Fig. 1: run 1, clock wiring as the flow saved it
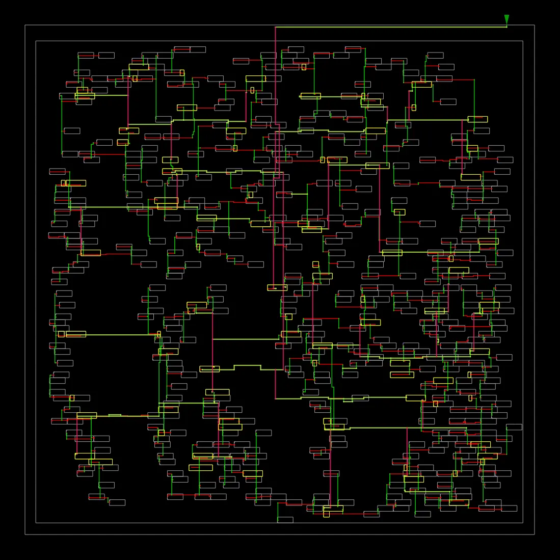
Fig. 2: run 1, cells coloured by class
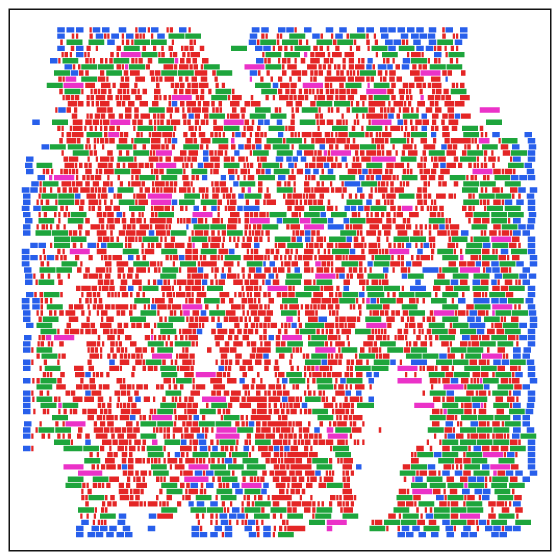
Fig. 3: run 1, sequential cells grouped by signal name
The bar under the picture is 50 microns long.
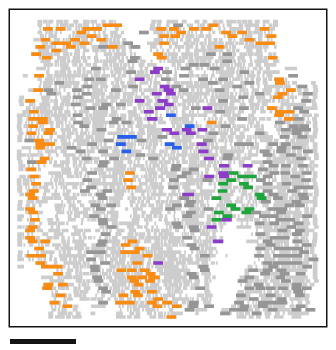
Fig. 4: run 1, sizing map
The bar under the picture is 50 microns long.
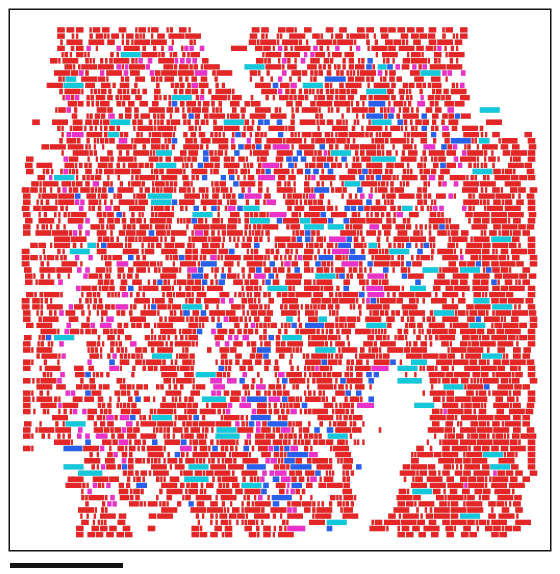
==> config.mk <==
export PLATFORM = sky130hd
export DESIGN_NAME = ms_timer_scheduler
export DESIGN_NICKNAME = d
export VERILOG_FILES = /design/src/rtl/ms_timer_pkg.sv /design/src/rtl/ms_tick_gen.sv /design/src/rtl/ms_timer_scheduler.sv
export SDC_FILE = /design/constraint.sdc
export NUM_CORES = 1
export LEC_CHECK = 0
export CAP_MARGIN = 10
export CORE_MARGIN = 5
export CORE_UTILIZATION = 52
export CTS_CLUSTER_SIZE = 25
export DETAILED_ROUTE_END_ITERATION = 8
export PLACE_DENSITY = 0.77
export RECOVER_POWER = 25
export SETUP_SLACK_MARGIN = 0.15
export SLEW_MARGIN = 20
export SYNTH_ARGS = -nofsm -noshare
export SYNTH_HDL_FRONTEND = slang
export SYNTH_SLANG_ARGS = --single-unit
==> constraint.sdc <==
create_clock -name clock -period 3.4 [get_ports clock]
set_input_delay 0.51 -clock clock [delete_from_list [all_inputs] [get_ports clock]]
set_output_delay 0.51 -clock clock [all_outputs]
set_load 0.01 [all_outputs]
==> src/rtl/ms_timer_pkg.sv <==
// Shared types and constants for the millisecond timer scheduler.
package ms_timer_pkg;

   typedef enum logic [1:0] {
      ST_IDLE    = 2'd0,
      ST_PENDING = 2'd1,
      ST_WAITING = 2'd2
   } slot_state_t;

   localparam logic OP_READ  = 1'b0;
   localparam logic OP_SLEEP = 1'b1;

   // Deadlines stay within half the 32-bit ring so the signed expiry test is unambiguous.
   localparam logic [31:0] MAX_SLEEP_MS = 32'h7FFF_FFFF;

   function automatic logic [31:0] clamp_sleep(input logic [31:0] arg);
      return (arg > MAX_SLEEP_MS) ? MAX_SLEEP_MS : arg;
   endfunction

endpackage

==> src/rtl/ms_tick_gen.sv <==
// Millisecond time base: divides the clock by CLOCK_RATIO and keeps a free-running ms count.
module ms_tick_gen #(
   parameter int CLOCK_RATIO = 200000
) (
   input  logic        clock,
   input  logic        reset,
   output logic        tick,
   output logic [31:0] now_ms
);

   localparam int            CW       = (CLOCK_RATIO > 1) ? $clog2(CLOCK_RATIO) : 1;
   localparam logic [CW-1:0] CNT_LAST = CW'(CLOCK_RATIO - 1);

   logic [CW-1:0] cyc_cnt_q;
   logic [31:0]   now_ms_q;

   assign tick   = (cyc_cnt_q == CNT_LAST);
   assign now_ms = now_ms_q;

   always_ff @(posedge clock) begin
      if (!reset) begin
         cyc_cnt_q <= '0;
         now_ms_q  <= '0;
      end else if (tick) begin
         cyc_cnt_q <= '0;
         now_ms_q  <= now_ms_q + 32'd1;
      end else begin
         cyc_cnt_q <= cyc_cnt_q + CW'(1);
      end
   end

endmodule

==> src/rtl/ms_timer_scheduler.sv <==
// Per-slot READ/SLEEP service on a shared millisecond time base with round-robin grant.
//   state      | meaning
//   ST_IDLE    | slot free, accepts a start pulse
//   ST_PENDING | op/arg latched, waiting for the round-robin grant
//   ST_WAITING | SLEEP armed, waiting for now_ms to reach the deadline
module ms_timer_scheduler
   import ms_timer_pkg::*;
#(
   parameter int NUM_REQ     = 4,
   parameter int CLOCK_RATIO = 200000
) (
   input  logic                   clock,
   input  logic                   reset,
   input  logic [NUM_REQ-1:0]     start_port,
   input  logic [NUM_REQ-1:0]     op_port,
   input  logic [32*NUM_REQ-1:0]  arg_port,
   output logic [NUM_REQ-1:0]     done_port,
   output logic [32*NUM_REQ-1:0]  return_port,
   output logic [31:0]            now_ms
);

   localparam int PW = (NUM_REQ > 1) ? $clog2(NUM_REQ) : 1;

   slot_state_t state_q [NUM_REQ];
   slot_state_t state_d [NUM_REQ];

   logic [NUM_REQ-1:0]        op_q, op_d;
   logic [NUM_REQ-1:0]        armed_q, armed_d;
   logic [NUM_REQ-1:0]        done_d;
   logic [NUM_REQ-1:0]        expire;
   logic [NUM_REQ-1:0][31:0]  arg_q, arg_d;
   logic [NUM_REQ-1:0][31:0]  deadline_q, deadline_d;
   logic [NUM_REQ-1:0][31:0]  ret_q, ret_d;
   logic [PW-1:0]             rr_q, rr_d;
   logic [PW-1:0]             grant_idx;
   logic [PW-1:0]             cand;
   logic                      grant_vld;
   logic                      tick;
   logic                      tick_q;

   ms_tick_gen #(
      .CLOCK_RATIO (CLOCK_RATIO)
   ) u_tick_gen (
      .clock  (clock),
      .reset  (reset),
      .tick   (tick),
      .now_ms (now_ms)
   );

   assign return_port = ret_q;

   // A waiting slot can only newly expire when now_ms has just advanced or it was just armed.
   for (genvar g = 0; g < NUM_REQ; g++) begin : g_expiry
      logic [31:0] since_dl;
      assign since_dl  = now_ms - deadline_q[g];
      assign expire[g] = (state_q[g] == ST_WAITING) && (tick_q || armed_q[g]) && !since_dl[31];
   end

   always_comb begin
      int idx;
      idx       = 0;
      cand      = '0;
      grant_vld = 1'b0;
      grant_idx = '0;
      for (int k = 0; k < NUM_REQ; k++) begin
         idx = int'(rr_q) + k;
         if (idx >= NUM_REQ) idx = idx - NUM_REQ;
         cand = PW'(idx);
         if (!grant_vld && state_q[cand] == ST_PENDING) begin
            grant_vld = 1'b1;
            grant_idx = cand;
         end
      end
   end

   always_comb begin
      rr_d       = rr_q;
      done_d     = '0;
      armed_d    = '0;
      op_d       = op_q;
      arg_d      = arg_q;
      deadline_d = deadline_q;
      ret_d      = ret_q;
      for (int i = 0; i < NUM_REQ; i++) begin
         state_d[i] = state_q[i];
         unique case (state_q[i])
            ST_IDLE: begin
               if (start_port[i]) begin
                  state_d[i] = ST_PENDING;
                  op_d[i]    = op_port[i];
                  arg_d[i]   = arg_port[32*i +: 32];
               end
            end
            ST_PENDING: begin
               if (grant_vld && grant_idx == PW'(i)) begin
                  if (op_q[i] == OP_READ) begin
                     done_d[i]  = 1'b1;
                     ret_d[i]   = now_ms;
                     state_d[i] = ST_IDLE;
                  end else begin
                     deadline_d[i] = now_ms + clamp_sleep(arg_q[i]);
                     armed_d[i]    = 1'b1;
                     state_d[i]    = ST_WAITING;
                  end
               end
            end
            ST_WAITING: begin
               if (expire[i]) begin
                  done_d[i]  = 1'b1;
                  ret_d[i]   = now_ms;
                  state_d[i] = ST_IDLE;
               end
            end
            default: state_d[i] = ST_IDLE;
         endcase
      end
      if (grant_vld) begin
         rr_d = (grant_idx == PW'(NUM_REQ - 1)) ? '0 : grant_idx + PW'(1);
      end
   end

   always_ff @(posedge clock) begin
      if (!reset) begin
         for (int i = 0; i < NUM_REQ; i++) state_q[i] <= ST_IDLE;
         op_q       <= '0;
         arg_q      <= '0;
         armed_q    <= '0;
         deadline_q <= '0;
         ret_q      <= '0;
         done_port  <= '0;
         rr_q       <= '0;
         tick_q     <= 1'b0;
      end else begin
         state_q    <= state_d;
         op_q       <= op_d;
         arg_q      <= arg_d;
         armed_q    <= armed_d;
         deadline_q <= deadline_d;
         ret_q      <= ret_d;
         done_port  <= done_d;
         rr_q       <= rr_d;
         tick_q     <= tick;
      end
   end

endmodule

==> summary.txt, run 1 <==
Results of the implementation run.

The internal power of the cells is 9690 uW. The flow ran to the end, but the final reports show violations. The first global-routing pass estimated between 100000 and 150000 microns of wire.

The max capacitance violation total is 1. The relative area change from synthesis to final layout came out at 24.0%. The multi-input gate count came out at between 2000 and 3000.

The post-placement cell area is 31700 sq um. The remaining global-route overflow came out at 0. Looking at the clock tree report, the root buffer type is sky130_fd_sc_hd__clkbuf_16. The part of the power in registers is 41.7%. Detailed routing placed a total of 6190 microns of wire on met3.

The simple-gate portion of the synthesized area came out at 22.5%. Per the synth stats, the flop cell with the highest instance count is sky130_fd_sc_hd__dfxtp_1. The count of plain and timing-repair buffers in the layout came out at roughly 460. The clock net sink count came out at 457. The count of unique library cells instantiated by Yosys is between 80 and 90. The sequential element share of the synthesized area is 33.7%. The number of warnings in the stage logs is 51.

Following the worst setup path forward leads to its endpoint at deadline_q[63]$_SDFFE_PN0P_. The clock transition at the register clock pins on the worst setup and hold paths after CTS came out at 0.06 ns. Counting both buffers and inverters, the worst setup path holds a total of 1. The chip area line in the Yosys stat output reads 27200 sq um. The slack of the worst reg-to-reg path is 0.11 ns. The count of cells resized by post-cts repair came out at 10.

The largest net degree at the start of global routing is 98. The number of diodes is 0. The worst setup path is captured at a flop.

The final reports fail on capacitance limit, slew limit. Per the synthesis report, the XOR/XNOR share of the synthesized area is between 4 and 5%. The startpoint identified for the worst register-to-register timing path is arg_q[63]$_SDFFE_PN0P_. The highest-count logic cell in the final layout is sky130_fd_sc_hd__nand2_1. The count of cells along the worst hold path is 3. Tap insertion was completed with 680 tapcells.

Looking at the clock tree report, the maximum root-to-sink buffer count equals 3. The slew of the pin with the lowest slew margin came out at 1.51 ns. The proportion of power drawn by combinational gates came out at 16.2%. Counting tap cells, the placed design contains a total of about 4400 instances.

The number of fill cells in the layout is 4477. The reported net switching power came out at 3760 uW. The multi-input logic area is roughly 17000 sq um.

The required arrival time at the worst endpoint came out at approximately 3.9 ns. For this design the ratio of total power to cell area is between 300 and 400 nW/um^2. The final-report setup violation count is 0. Of all the cell area in the finished design, non-clock buffers hold ~13%. The total leakage power came out at 0.0150 uW. The worst setup path is launched from a flop. The worst ir drop on vdd is 0.371 mV. The via count of the first global-routing pass came out at 23600. The post-synthesis share of cell area spent on full adders, half adders and majority gates came out at 12.9%. The final wirelength came out at between 80000 and 90000 microns. The cell type with the largest total area after synthesis is sky130_fd_sc_hd__dfxtp_1. The net count after synthesis came out at ~3800. In this run the critical path is formed by buf_4 -> or2_2 -> ha_1 -> nand2_1 -> a2111oi_2 -> o21ai_0 -> nand4bb_1 -> nand4_1 -> a311oi_1 -> xor2_1 -> nand2_1 -> a21oi_1. In the Yosys report the total cell count is 3409. In the final layout, multi-input gates take up 50.4% of the cell area. The setup total negative slack is 0 ns. The total routing resource utilization after global routing came out at 27.3%. The number of clock buffer instances in the layout is 63. The total stage count of the critical path is 12. The fraction of final layout cells sized beyond drive strength 1 came out at between 10% and 20%.

The synthesized design contains 0 enable-type register cells. The wire length on met1 came out at approximately 37000 microns. The slowest stage of the critical path belongs to the cell sky130_fd_sc_hd__a2111oi_2. The data arrival time of the critical path came out at 3.84 ns. Measured along the y axis, the die boundary spans ~240 microns. Per the repair_timing log after CTS, setup buffers inserted total 1. The met2 demand-to-capacity share in global routing came out at 42.0%.

The met1 usage in global routing is 37.8%. After global routing, the most crowded layer is met2. The setup slack after layout came out at 0.105 ns. The max-slew headroom at the worst pin is -0.802%. The destination of the worst hold path is return_port[62]$_SDFFE_PN0P_. The placement-stage worst setup slack is -0.0165 ns. Among the non-sequential cells, simple AND/OR/NAND/NOR gates take the most area.

The number of warnings issued by yosys is 0. The type recorded for the worst min-delay path is in2reg. The max-slew violation count is 34.
-- Fig. 1 (at the start) --
clock network latency to the later pin of the worst-skew pair: 0.64 ns
number of flip-flops and latches: 457
Clk power: 5660 uW

-- Fig. 2 (at the start) --
legend:
  green:
    class: flops
    cells: 457
  blue:
    class: other buffers and delay cells
    cells: 458
  red:
    class: combinational and other logic
    cells: 2806
  magenta:
    class: clock drivers and dummy loads
    cells: 93
fraction of area in registers: 27.2%
post-route cell area: 33700 sq um

-- Fig. 3 (at the start) --
legend:
  orange:
    signal: `arg_q`
    placed_flops: 128
    where: spread over the die
  blue:
    signal: `state_q`
    placed_flops: 8
    where: centre
  green:
    signal: `u_tick_gen.cyc_cnt_q`
    placed_flops: 18
  purple:
    signal: `u_tick_gen.now_ms`
    placed_flops: 32
Layout Utilization: 65.4%
reported sequential group power: 5610 uW
Seq. cell area: 9180 sq um

-- Fig. 4 (at the start) --
legend:
  cyan:
    size: _6 and larger
    cells: 76
  blue:
    size: _3 and _4 cells
    cells: 176
  magenta:
    size: _2 cells
    cells: 215
  red:
    size: _0 and _1 cells
    cells: 3347

Fig. 5: run 1, clock network drawn from the DEF
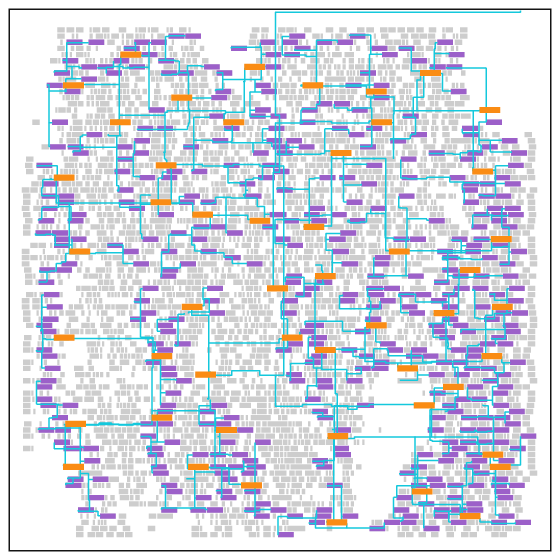

--- run 2 (diff from run 1) ---
Settings changed: CAP_MARGIN 10 to 20.
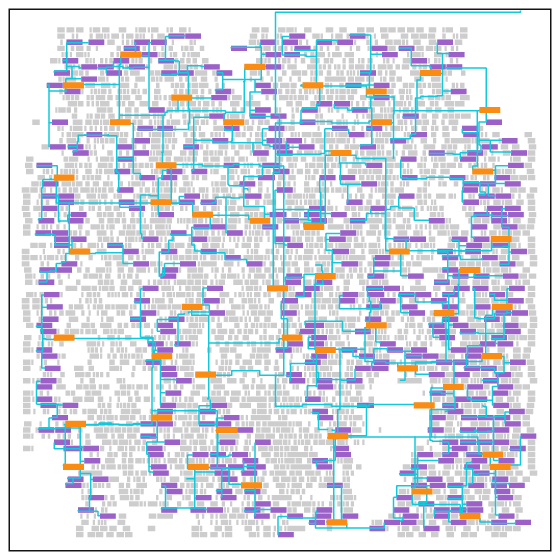
Fig. 6. Clock network drawn from the DEF (run 2).
legend:
  purple:
    item: flip-flops
    count: 457
  cyan:
    item: clock wires
    length: 6120 microns
  orange:
    item: clock drivers
    count: 50
flops lie: spread over the die
routed clock nets: 51

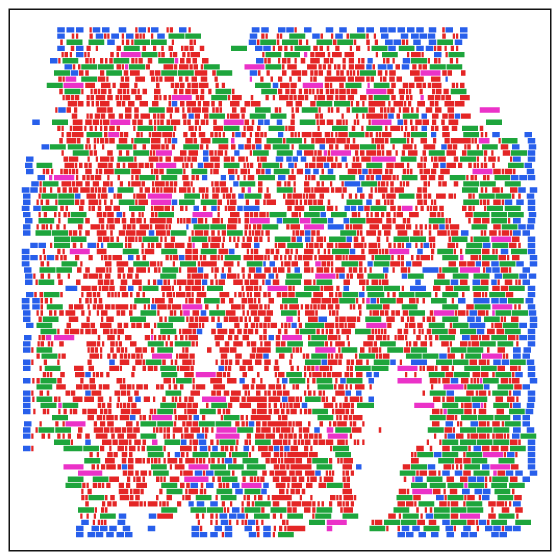
Fig. 7. Cells coloured by class (run 2).
legend:
  magenta:
    class: clock drivers and dummy loads
    cells: 93
  green:
    class: flops
    cells: 457
  red:
    class: combinational and other logic
    cells: 2806
  blue:
    class: other buffers and delay cells
    cells: 459
post-route cell area: 33700 sq um
fraction of area in registers: 27.2%
# rows: 83
total core area: 51500 sq um
Layout Utilization: 65.5%

==> run 2 against run 1 <==
The run now ends clean. Register-to-register slack gained 0.03 ns. Flip-flop count is the same. Clock power is essentially flat. Non-clock buffer count grew 1. Wire length is essentially flat. Via count grew 0.17%. Critical path type unchanged. Largest power group unchanged.
==> summary.txt, run 2 <==
Results of the implementation run.

The worst ir drop on vdd was 0.372 mV (was 0.371 mV). The count of unique library cells instantiated by Yosys came out at 89 (unchanged). The highest routing layer actually used was met5 (unchanged). The placer congestion estimate was 0.923 (unchanged).

The timing endpoint of the critical path was deadline_q[63]$_SDFFE_PN0P_ (unchanged). Ordered cell list for the critical path: buf_4 -> or2_2 -> ha_1 -> nand2_1 -> a2111oi_2 -> o21ai_0 -> nand4bb_1 -> nand4_1 -> a311oi_1 -> xor2_1 -> nand2_1 -> a21oi_1 (unchanged). The number of flops mapped to enable cells by yosys came out at 0 (unchanged). The clock transition at the register clock pins on the worst setup and hold paths after CTS was 0.06 ns (about the same). The launch instance of the worst min-delay path is reset (unchanged).

The net count of the finished layout came out at 4190 (was 4189). The parity-gate share of the synthesized area counting xor and xnor cells is 4.19% (unchanged). The destination of the worst hold path is return_port[62]$_SDFFE_PN0P_ (unchanged). The length of routed met3 wiring came to 6310 microns (was 6190 microns).

The starting DRC count in detailed routing came out at 1965 (was 1962). The count of cells resized by post-cts repair is 10 (unchanged). The total leakage power came out at 0.0149 uW (was 0.0150 uW). The cell area after technology mapping came out at 27200 sq um (unchanged). The global-route track usage on met3 came to 4.68% (unchanged). The data arrival time of the critical path came out at 3.81 ns (was 3.84 ns). The peak clock frequency supported by timing is 306 MHz (was 304 MHz).

The logic share of the area is 50.4% (about the same). The area share of the largest cell type after synthesis is 33.7% (unchanged). The multi-input gate count is 2627 (unchanged).

The number of cells in Yosys stat was 3409 (unchanged). The setup slack after layout came to 0.131 ns (was 0.105 ns). The die outline height came out at 239 microns (unchanged). The source-to-sink clock delay at the later pin of the worst-skew pair is 0.64 ns (about the same). The AND-OR/OR-AND share of the synthesized area came out at 16.7% (unchanged). Top library cells by usage in the layout, fill and taps aside: sky130_fd_sc_hd__nand2_1, sky130_fd_sc_hd__dfxtp_1, sky130_fd_sc_hd__a21oi_1 (unchanged). The count of buffering cells on the critical path with inverters included came out at 1 (unchanged). The detailed-router iteration count before antenna repair is 5 (unchanged). The total stage count of the critical path came to 12 (unchanged). The total routing resource utilization after global routing is 27.3% (unchanged).

Top post-synthesis cells by area: sky130_fd_sc_hd__dfxtp_1, sky130_fd_sc_hd__ha_1, sky130_fd_sc_hd__nand2_1 (unchanged). The synthesized chip area reported by yosys is 27200 sq um (unchanged). The met2 routed wirelength came to 35300 microns (about the same). The number of vias after detailed routing came to 25300 (about the same). The post-layout minimum cycle time came out at 3.27 ns (was 3.29 ns). The start-to-end type of the worst setup path is reg2reg (unchanged).

The max-slew headroom at the worst pin is 0.566% (was -0.802%). The switching share of power is 27.9% (about the same). The full die area was 57000 sq um (unchanged). The total chip power is 13500 uW (was 13400 uW). The post-synthesis share of cell area spent on full adders, half adders and majority gates was 12.9% (unchanged).

The fraction of synthesis flops using an asynchronous set or reset pin is 0% (unchanged). The sort of element at the end of the critical path is a flop (unchanged). The cell at the slowest stage of the critical path was sky130_fd_sc_hd__a2111oi_2 (unchanged). The final-report setup violation count was 0 (unchanged). The layout inverter count without the clock tree is 179 (unchanged). The largest driver fanout on the critical path came to 25 (unchanged). The number of warnings in the stage logs is 51 (unchanged).

The most frequent cell after synthesis was sky130_fd_sc_hd__nand2_1 (unchanged). The footprint of the flip-flops and latches is 9180 sq um (unchanged). The type of origin of the critical path is a flop (unchanged). The count of sequential standard cells is 457 (unchanged). The count of plain and timing-repair buffers in the layout is 459 (was 458). The remaining global-route overflow came out at 0 (unchanged).

The count of buffers from port buffering is 301 (unchanged). The post-synthesis instance total came to 3409 (unchanged). The reported net switching power is 3760 uW (about the same). The multi-input logic area is 17000 sq um (unchanged). The met1 usage in global routing is 37.8% (unchanged).

The total placed cells including tap cells came out at 4392 (unchanged). The final standard cell count with taps included and fillers excluded came to 4495 (was 4494). The areal power density over the cells came to 399 nW/um^2 (about the same). The sequential-cell power consumption was 5610 uW (about the same). The total of flip-flops plus latches after synthesis came out at 457 (unchanged). The proportion of power drawn by combinational gates came out at 16.3% (was 16.2%). The post-placement cell area is 31700 sq um (unchanged). The proportion of final cell area spent on non-clock buffers is 12.8% (was 12.7%). The number of ports placed on the die boundary was 302 (unchanged). The cell depth of the worst flop-to-flop path came to 12 (unchanged). The met2 demand-to-capacity share in global routing is 42.0% (unchanged). The required arrival time at the worst endpoint is 3.94 ns (about the same). The most frequently used flop master after synthesis is sky130_fd_sc_hd__dfxtp_1 (unchanged).

The tapcell count came out at 680 (unchanged). Outcome: finished clean (was finished with violations). The first-pass GRT wire length is 126000 microns (unchanged). The busiest layer in global routing is met2 (unchanged). The setup total negative slack is 0 ns (unchanged).

The width of the die was 239 microns (unchanged). The final wirelength came to 82000 microns (about the same). The placement-stage worst setup slack came out at -0.0165 ns (unchanged).

The fraction of final layout cells sized beyond drive strength 1 is 12.2% (about the same). The largest family of logic cells by area is simple AND/OR/NAND/NOR gates (unchanged). The cell occurring most often along the worst timing path is sky130_fd_sc_hd__nand2_1 (unchanged).

The number of vias per cell came out at 5.63 (about the same). The level count of the clock H-tree came out at 2 (unchanged). The portion of the clock cycle consumed by the worst path in the final layout came out at 96.2% (was 96.9%). The number of fill cells in the layout came out at 4481 (was 4477).

The via count of the first global-routing pass came out at 23600 (unchanged). The capturing point of the worst reg2reg path is deadline_q[63]$_SDFFE_PN0P_ (unchanged). The number of warnings issued by yosys is 0 (unchanged). The wire length on met1 was 36500 microns (was 36600 microns). The relative area change from synthesis to final layout was 24.0% (about the same). The highest-count logic cell in the final layout is sky130_fd_sc_hd__nand2_1 (unchanged).

The max capacitance violation total is 0 (was 1). The cell type with the largest total area after synthesis is sky130_fd_sc_hd__dfxtp_1 (unchanged). The mux cell area share after synthesis came out at 5.18% (unchanged). The start point of the critical path is arg_q[63]$_SDFFE_PN0P_ (unchanged). The internal power of the cells is 9690 uW (about the same). The floorplan-stage core utilization is 52.8% (unchanged). The part of the power in registers is 41.7% (about the same). The number of hold buffers added after CTS came to 0 (unchanged).

The clock-cell share of area is 5.08% (about the same). The clock root buffer master is sky130_fd_sc_hd__clkbuf_16 (unchanged). The delay of the slowest cell on the worst path is 0.47 ns (was 0.49 ns). The largest net degree at the start of global routing is 98 (unchanged).

The reg-to-reg startpoint is arg_q[63]$_SDFFE_PN0P_ (unchanged). The path type of the worst min-delay path is in2reg (unchanged). The sequential element share of the synthesized area is 33.7% (unchanged). The final hold slack is 0.353 ns (was 0.344 ns).

The net count after synthesis came out at 3825 (unchanged). The number of diodes came out at 0 (unchanged). The post-CTS setup buffer count came out at 1 (unchanged). The simple-gate portion of the synthesized area is 22.5% (unchanged). The slack of the worst reg-to-reg path is 0.13 ns (was 0.11 ns). The clock network fraction of total power came to 42.1% (about the same). The power dissipated in the clock network was 5660 uW (about the same).

The count of cells along the worst hold path is 3 (unchanged). The maximum buffer depth of the clock tree is 3 (unchanged). The slew of the pin with the lowest slew margin is 1.49 ns (was 1.51 ns). The cell family with the largest share of critical-path delay is AND-OR/OR-AND gates (unchanged). The max-slew violation count came out at 0 (was 34).
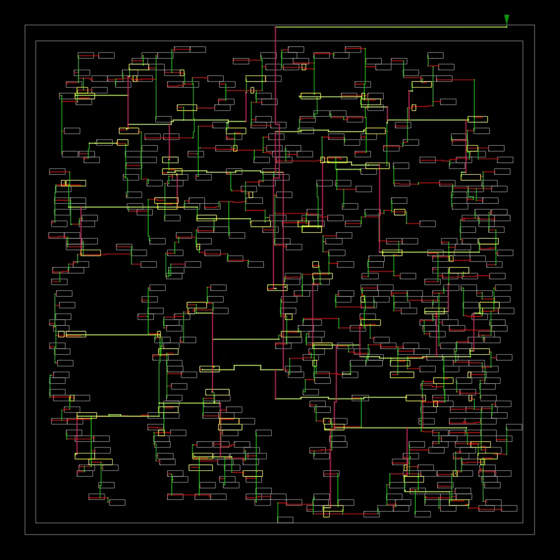
Fig. 8. Clock wiring as the flow saved it (run 2).
number of sinks handled by clock tree synthesis: 457
setup clock skew after layout: 0.0363 ns
CTS buffer count: 50
clock buf count: 63

Power is estimated from default activity; no workload was simulated.
